[src/rtl/aes_share_loader_pkg.sv]
// ============================================================================
// Module  : aes_share_loader_pkg
// Brief   : Shared sizing constants, helpers and FSM encoding for the
//           masked-AES share loader.
// Revision: 1.0 - initial release
// ============================================================================
`default_nettype none

package aes_share_loader_pkg;

  localparam int SL_D = 2;
  localparam int SL_W = 32;

  function automatic int kw_of(input int d, input int w);
    return (128 * d) / w;
  endfunction

  // Word index width; kept at least 1 bit so single-word vectors still elaborate.
  function automatic int idxw_of(input int kw);
    return (kw > 1) ? $clog2(kw) : 1;
  endfunction

  localparam int KW   = kw_of(SL_D, SL_W);
  localparam int NW   = 2 * KW;
  localparam int CNTW = $clog2(NW) + 1;

  typedef enum logic {
    LOAD = 1'b0,
    FULL = 1'b1
  } state_t;

endpackage

`default_nettype wire

[src/rtl/aes_share_loader_if.sv]
// ============================================================================
// Module  : aes_share_loader_if
// Brief   : Word-stream input, operand output and status bundle of the share
//           loader. Optional macro: AES_SHARE_LOADER_KEY_REUSE_EN.
// Revision: 1.0 - initial release
// ============================================================================
`default_nettype none

interface aes_share_loader_if
  import aes_share_loader_pkg::*;
#(
  parameter int D = SL_D,
  parameter int W = SL_W
) ();

  logic [W-1:0]       in_data;
  logic               in_valid;
  logic               in_ready;
  logic               flush;
  logic               out_valid;
  logic               out_ready;
  logic [128*D-1:0]   sh_key;
  logic [128*D-1:0]   sh_plaintext;
  logic               busy;
`ifdef AES_SHARE_LOADER_KEY_REUSE_EN
  logic               in_key_reuse;
`endif

  modport master (
    output in_data, in_valid, flush, out_ready,
`ifdef AES_SHARE_LOADER_KEY_REUSE_EN
    output in_key_reuse,
`endif
    input  in_ready, out_valid, sh_key, sh_plaintext, busy
  );

  modport slave (
    input  in_data, in_valid, flush, out_ready,
`ifdef AES_SHARE_LOADER_KEY_REUSE_EN
    input  in_key_reuse,
`endif
    output in_ready, out_valid, sh_key, sh_plaintext, busy
  );

endinterface

`default_nettype wire

[src/rtl/aes_share_loader_share_word_buffer.sv]
// ============================================================================
// Module  : share_word_buffer
// Brief   : 128*D-bit operand register written one W-bit word at a time.
// Revision: 1.0 - initial release
// ============================================================================
`default_nettype none

module share_word_buffer #(
  parameter int D    = 2,
  parameter int W    = 32,
  parameter int IDXW = 3
) (
  input  wire logic               clk,
  input  wire logic               rst,
  input  wire logic               i_we,
  input  wire logic [IDXW-1:0]    i_idx,
  input  wire logic [W-1:0]       i_word,
  output logic      [128*D-1:0]   o_data
);

  logic [128*D-1:0] r_data;

  always_ff @(posedge clk or posedge rst) begin
    if (rst) begin
      r_data <= '0;
    end else if (i_we) begin
      r_data[int'(i_idx)*W +: W] <= i_word;
    end
  end

  assign o_data = r_data;

endmodule

`default_nettype wire

[src/rtl/aes_share_loader.sv]
// ============================================================================
// Module  : aes_share_loader
// Brief   : Deserialises key/plaintext share words into parallel operands and
//           offers them with valid/ready. Optional macro:
//           AES_SHARE_LOADER_KEY_REUSE_EN (skip the key half on reuse).
// Revision: 1.0 - initial release
// ============================================================================
`default_nettype none

module aes_share_loader
  import aes_share_loader_pkg::*;
#(
  parameter int D = SL_D,
  parameter int W = SL_W
) (
  input  wire logic           clk,
  input  wire logic           rst,
  aes_share_loader_if.slave   bus
);

  localparam int c_kw   = kw_of(D, W);
  localparam int c_nw   = 2 * c_kw;
  localparam int c_cntw = $clog2(c_nw) + 1;
  localparam int c_idxw = idxw_of(c_kw);

  localparam logic [c_cntw-1:0] c_last      = c_cntw'(c_nw - 1);
  localparam logic [c_cntw-1:0] c_kw_cnt    = c_cntw'(c_kw);
  localparam logic [c_cntw-1:0] c_reuse_cnt = c_cntw'(c_kw + 1);

  state_t              r_state;
  state_t              w_state_nxt;
  logic [c_cntw-1:0]   r_cnt;
  logic [c_cntw-1:0]   w_cnt_nxt;
  logic                r_key_loaded;
  logic                w_key_loaded_nxt;

  logic                w_in_ready;
  logic                w_out_valid;
  logic                w_acc;
  logic                w_reuse;
  logic                w_key_half;
  logic                w_key_we;
  logic                w_pt_we;
  logic [c_idxw-1:0]   w_key_idx;
  logic [c_idxw-1:0]   w_pt_idx;

  // in_ready is forced low for the whole reset assertion, not just after it.
  assign w_in_ready  = (r_state == LOAD) & ~rst;
  assign w_out_valid = (r_state == FULL);
  assign w_acc       = bus.in_valid & w_in_ready & ~bus.flush;
  assign w_key_half  = (r_cnt < c_kw_cnt);

`ifdef AES_SHARE_LOADER_KEY_REUSE_EN
  assign w_reuse = w_acc & (r_cnt == '0) & bus.in_key_reuse & r_key_loaded;
`else
  assign w_reuse = 1'b0;
`endif

  always_ff @(posedge clk or posedge rst) begin
    if (rst) begin
      r_state      <= LOAD;
      r_cnt        <= '0;
      r_key_loaded <= 1'b0;
    end else begin
      r_state      <= w_state_nxt;
      r_cnt        <= w_cnt_nxt;
      r_key_loaded <= w_key_loaded_nxt;
    end
  end

  always_comb begin
    w_state_nxt      = r_state;
    w_cnt_nxt        = r_cnt;
    w_key_loaded_nxt = r_key_loaded;
    case (r_state)
      LOAD: begin
        if (bus.flush) begin
          w_cnt_nxt = '0;
        end else if (w_acc) begin
          if (w_reuse) begin
            // A reuse load is only the plaintext half; one-word halves finish here.
            if (c_kw == 1) begin
              w_cnt_nxt   = '0;
              w_state_nxt = FULL;
            end else begin
              w_cnt_nxt = c_reuse_cnt;
            end
          end else if (r_cnt == c_last) begin
            w_cnt_nxt        = '0;
            w_key_loaded_nxt = 1'b1;
            w_state_nxt      = FULL;
          end else begin
            w_cnt_nxt = r_cnt + 1'b1;
          end
        end
      end
      FULL: begin
        if (bus.out_ready) begin
          w_state_nxt = LOAD;
        end
      end
      default: begin
        w_state_nxt = LOAD;
      end
    endcase
  end

  assign w_key_we  = w_acc & w_key_half & ~w_reuse;
  assign w_pt_we   = w_acc & (~w_key_half | w_reuse);
  assign w_key_idx = r_cnt[c_idxw-1:0];
  assign w_pt_idx  = w_reuse ? '0 : c_idxw'(r_cnt - c_kw_cnt);

  share_word_buffer #(
    .D    (D),
    .W    (W),
    .IDXW (c_idxw)
  ) u_key_buf (
    .clk    (clk),
    .rst    (rst),
    .i_we   (w_key_we),
    .i_idx  (w_key_idx),
    .i_word (bus.in_data),
    .o_data (bus.sh_key)
  );

  share_word_buffer #(
    .D    (D),
    .W    (W),
    .IDXW (c_idxw)
  ) u_pt_buf (
    .clk    (clk),
    .rst    (rst),
    .i_we   (w_pt_we),
    .i_idx  (w_pt_idx),
    .i_word (bus.in_data),
    .o_data (bus.sh_plaintext)
  );

  assign bus.in_ready  = w_in_ready;
  assign bus.out_valid = w_out_valid;
  assign bus.busy      = (r_cnt != '0) | w_out_valid;

endmodule

`default_nettype wire

[src/flat_wrapper.sv]
// flat-port wrapper written by rule: the top's interface ports become plain ports
module aes_share_loader_flat import aes_share_loader_pkg::*;
#(
  parameter int D = SL_D,
  parameter int W = SL_W
)
  (clk, rst, bus_in_data, bus_in_valid, bus_flush, bus_out_ready, bus_in_ready, bus_out_valid, bus_sh_key, bus_sh_plaintext, bus_busy);
  aes_share_loader_if #(.D(D), .W(W)) bus_i ();
  input  wire logic clk;
  input  wire logic rst;
  input wire logic [$bits(bus_i.in_data)-1:0] bus_in_data;
  input wire logic [$bits(bus_i.in_valid)-1:0] bus_in_valid;
  input wire logic [$bits(bus_i.flush)-1:0] bus_flush;
  input wire logic [$bits(bus_i.out_ready)-1:0] bus_out_ready;
  output wire logic [$bits(bus_i.in_ready)-1:0] bus_in_ready;
  output wire logic [$bits(bus_i.out_valid)-1:0] bus_out_valid;
  output wire logic [$bits(bus_i.sh_key)-1:0] bus_sh_key;
  output wire logic [$bits(bus_i.sh_plaintext)-1:0] bus_sh_plaintext;
  output wire logic [$bits(bus_i.busy)-1:0] bus_busy;
  assign bus_i.in_data = bus_in_data;
  assign bus_i.in_valid = bus_in_valid;
  assign bus_i.flush = bus_flush;
  assign bus_i.out_ready = bus_out_ready;
  assign bus_in_ready = bus_i.in_ready;
  assign bus_out_valid = bus_i.out_valid;
  assign bus_sh_key = bus_i.sh_key;
  assign bus_sh_plaintext = bus_i.sh_plaintext;
  assign bus_busy = bus_i.busy;
  aes_share_loader #(.D(D), .W(W)) u_core (.clk(clk), .rst(rst), .bus(bus_i));
endmodule
[config.mk]
export PLATFORM = sky130hd
export DESIGN_NAME = aes_share_loader_flat
export DESIGN_NICKNAME = d
export VERILOG_FILES = /design/src/rtl/aes_share_loader_pkg.sv /design/src/rtl/aes_share_loader_if.sv /design/src/rtl/aes_share_loader_share_word_buffer.sv /design/src/rtl/aes_share_loader.sv /design/src/flat_wrapper.sv
export SDC_FILE = /design/constraint.sdc
export NUM_CORES = 1
export LEC_CHECK = 0
export CORE_MARGIN = 5
export CORE_UTILIZATION = 48
export CTS_CLUSTER_SIZE = 8
export DETAILED_ROUTE_END_ITERATION = 6
export GPL_TIMING_DRIVEN = 0
export PLACE_DENSITY = 0.87
export SLEW_MARGIN = 5
export SYNTH_ARGS = -nofsm -noshare
export SYNTH_HDL_FRONTEND = slang
export SYNTH_SLANG_ARGS = --single-unit
[constraint.sdc]
create_clock -name clk -period 25.1 [get_ports clk]
set_clock_uncertainty 0.05 [all_clocks]
set_input_delay 5.02 -clock clk [delete_from_list [all_inputs] [get_ports clk]]
set_output_delay 5.02 -clock clk [all_outputs]
set_load 0.05 [all_outputs]
run_1/met3.png
(2 px per um)
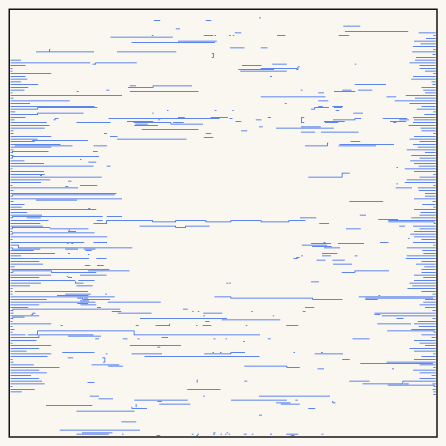
nets with wire on the layer: 402
share of all routed wire: 8.6%
wire length on this layer: 6030 um
main direction: horizontal
longest straight run: 62.8 um

run_1/metal_stack.png
(2 px per um) Two of the layers only.
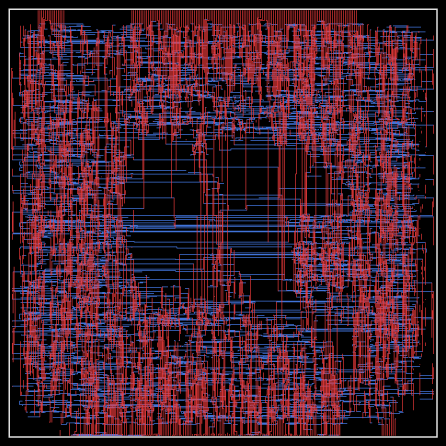
[red] met2 | wire length: 34.7 mm
[blue] met1 | wire length: 25.8 mm

run_1/cell_classes.png
(1 px per um)
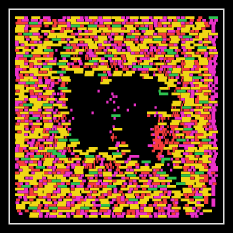
[magenta] other buffers and delay cells | cells: 657 | share of their area: 22%
[yellow] flip-flops | cells: 518 | share of their area: 47%
[red] all other logic | cells: 814 | share of their area: 23%
[green] clock drivers and dummy loads | cells: 81 | share of their area: 7.1%
core region area: 0.0408 mm^2
share of cell area taken by flip-flops and latches: 0.462
post-route core utilization: 0.687
# rows: 74

run_1/registers.png
(3 px per um)
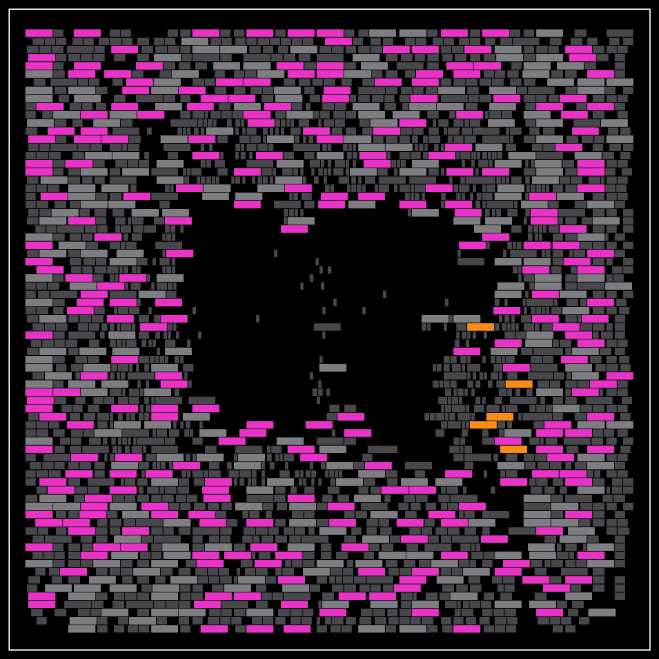
[orange] `u_core.r_cnt` | sequential cells: 5
[magenta] `u_core.u_pt_buf.o_data` | sequential cells: 256 | where: spread over the die
not colored: 257
Storage cell area: 0.0130 mm^2
Seq power: 878 uW

==> results.txt, run 1 <==
Results of an implementation run.

The pin count of the biggest net entering global routing is approximately 130. The post-synthesis share of cell area spent on and-or and or-and gates is 0.0368. The final period demand of the worst path is approximately 12 ns. The ratio of cells with drive above 1 in the final layout is 0.213. The post-place setup slack is ~13 ns. The critical path's largest stage delay is between 0.8 and 0.9 ns. The post-route setup TNS is 0 ns. The count of H-tree levels built during CTS is 3. The pin closest to its max-slew limit shows a slew of about 1.2 ns. The power density over cell area is roughly 71 mW/mm^2.

The filler-free cell count of the finished design is approximately 2600. The final global-route overflow total is 0. The initial antenna violation count is 1.

The die boundary width is ~210 um. The detailed route wirelength on metal2 is roughly 35000 um. Dividing the final minimum period by the clock period gives 0.467. The run finished with clean final reports. The main kind of combinational logic by area is multiplexers. The post-detailed-routing wire length is 70100 um. The congestion estimate from routability-driven global placement came to 0.891. The share of total power dissipated in sequential elements is 0.443.

Listed in order, past its start point the critical path passes clkdlybuf4s50_1 -> nor2_1 -> clkdlybuf4s50_1. Yosys reported that registers with async set or reset make up 1.00. From synthesis to final layout, the design area changed by 41.7%. The worst hold slack is roughly 0.43 ns.

The data arrival time of the critical path is approximately 6.7 ns. The total of buffers placed on input and output ports is roughly 550. For this run, the leading register cell type out of synthesis is dfrtp_1.
[run 1: worst max-delay path, delay by kind of cell]
family        cells  cell delay [ns]
buf+inv           2             1.43
simple gates      1             0.19
[run 1: per-stage QoR]
stage / area [um^2] / utilization
final: 28100 / 0.687
after global routing: 28000 / 0.687
after CTS: 28000 / 0.687
after detailed placement: 26100 / 0.639
after global placement: 26000 / 0.636
after floorplan: 19800 / -
[run 1: area by class of cell]
type                       count  area, um^2  area share
inverter                       4        22.5    0.000803
buffer                       102         437      0.0156
multi-input combinational    810        6380       0.228
sequential                   518       13000       0.462
antenna                        2        5.00    0.000178
clock inverter                 2        17.5    0.000624
clock buffer                  79        1930      0.0690
tap                          532         666      0.0237
timing repair buffer         555        5630       0.201
run_1/final_placement.png
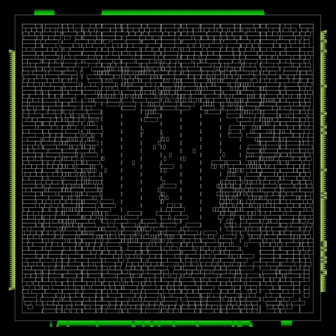

==> inputs of run 2 (changes only) <==
==> constraint.sdc (replaced) <==
create_clock -name clk -period 11.68 [get_ports clk]
set_clock_uncertainty 0.05 [all_clocks]
set_input_delay 2.336 -clock clk [delete_from_list [all_inputs] [get_ports clk]]
set_output_delay 2.336 -clock clk [all_outputs]
set_load 0.05 [all_outputs]
run_2/final_placement.png
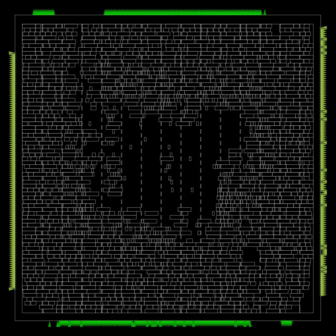
fill cell count: 2689
well-tap cell count: 532

==> results.txt, run 2 <==
Results of an implementation run.

The run finished with clean final reports. The filler-free cell count of the finished design is between 2000 and 3000. The synthesis report gives the async set-or-reset register share as 1.00. Per the layout area report, the register area comes to between 0.01 and 0.015 mm^2. The post-place setup slack is 5.44 ns.

The number of nets with antenna violations after routing is 0. The final-layout clock buffer total is roughly 76. The cell class with the largest area share is registers. The post-route setup TNS is 0 ns. The flop count is ~520.

Looking at the worst setup and hold paths, the clock pins of their registers show a slew of 0.04 ns. Between the synthesized netlist and the finished layout, the area growth was recorded as 42.6%. The report lists the number of standard-cell rows as approximately 74. The final global-route overflow total is 0. Leaving out the clock tree, the finished layout contains an inverter count of 4.

The H-tree generated during clock tree synthesis spans 3 levels. The most frequently used flop master after synthesis is dfrtp_1. The die extent in y is roughly 210 um. The die boundary width is roughly 210 um. The count of antenna diodes in the layout is 1. The initial antenna violation count is 4. In this run the cell area measured after placement is around 0.026 mm^2. The worst path needs roughly 6.2 ns of the cycle, external delays included. The startpoint-to-endpoint class of the critical path is in2out. The area fraction of clock buffers and clock inverters is 0.0694. The power density over cell area is between 150 and 200 mW/mm^2. The core region is slightly above 0.04 mm^2. The busiest metal layer after global routing is met2. Per the detail_route log, met2 wirelength is 35300 um. Leaving out buffers and inverters, the combinational logic in the layout accounts for 0.00638 mm^2. The data arrival time of the critical path is 3.86 ns. The ratio of cells with drive above 1 in the final layout is 0.218. The final layout report lists a non-clock buffer count of between 600 and 700. In the finished design, the share of the clock period the worst path needs comes to 0.535. For this block, the routed nets add up to between 70000 and 80000 um of wire.

The number of logic gates is approximately 810. The post-synthesis share of cell area spent on and-or and or-and gates is 0.0368. For the pin with the worst max-slew slack, the measured transition is approximately 1.1 ns. The layout report gives the multi-input gate share of total cell area as 0.226. The pin count of the biggest net entering global routing is 45. In the synthesized netlist, the dominant kind of combinational cell is multiplexers. Of all the cell area in the finished design, non-clock buffers hold 0.221.

Hold timing on the final database bottoms out at a slack of approximately 0.43 ns.
run_2/cell_classes.png
(1 px per um)
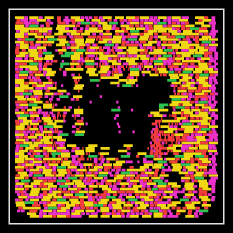
[yellow] flip-flops | cells: 518 | share of their area: 47%
[magenta] other buffers and delay cells | cells: 667 | share of their area: 23%
[green] clock drivers and dummy loads | cells: 82 | share of their area: 7.1%
[red] all other logic | cells: 814 | share of their area: 23%
post-route core utilization: 0.691
share of cell area taken by flip-flops and latches: 0.459
Design Area, Final: 0.0282 mm^2

[run 2: cell types whose count changed in the layout (fill, tap and decap cells not counted)]
cell / delta
clkbuf_16: -2
clkinvlp_4: +1
clkbuf_1: -2
diode_2: -1
clkinv_8: +2
inv_8: -1
inv_6: +2
buf_12: +13
buf_16: -3
clkbuf_8: +1
[run 2: where the power goes]
part | total (mW) | internal, mW | switching (mW)
clock | 1.88 | 1.14 | 0.742
combinational | 0.495 | 0.151 | 0.344
sequential | 1.88 | 1.85 | 0.0316
[run 2: critical path, stage by stage]
cell and delay [ns]:
clkdlybuf4s50_1 0.56, nor2_1 0.15, clkdlybuf4s50_1 0.81
Power and IR drop assume default switching activity.
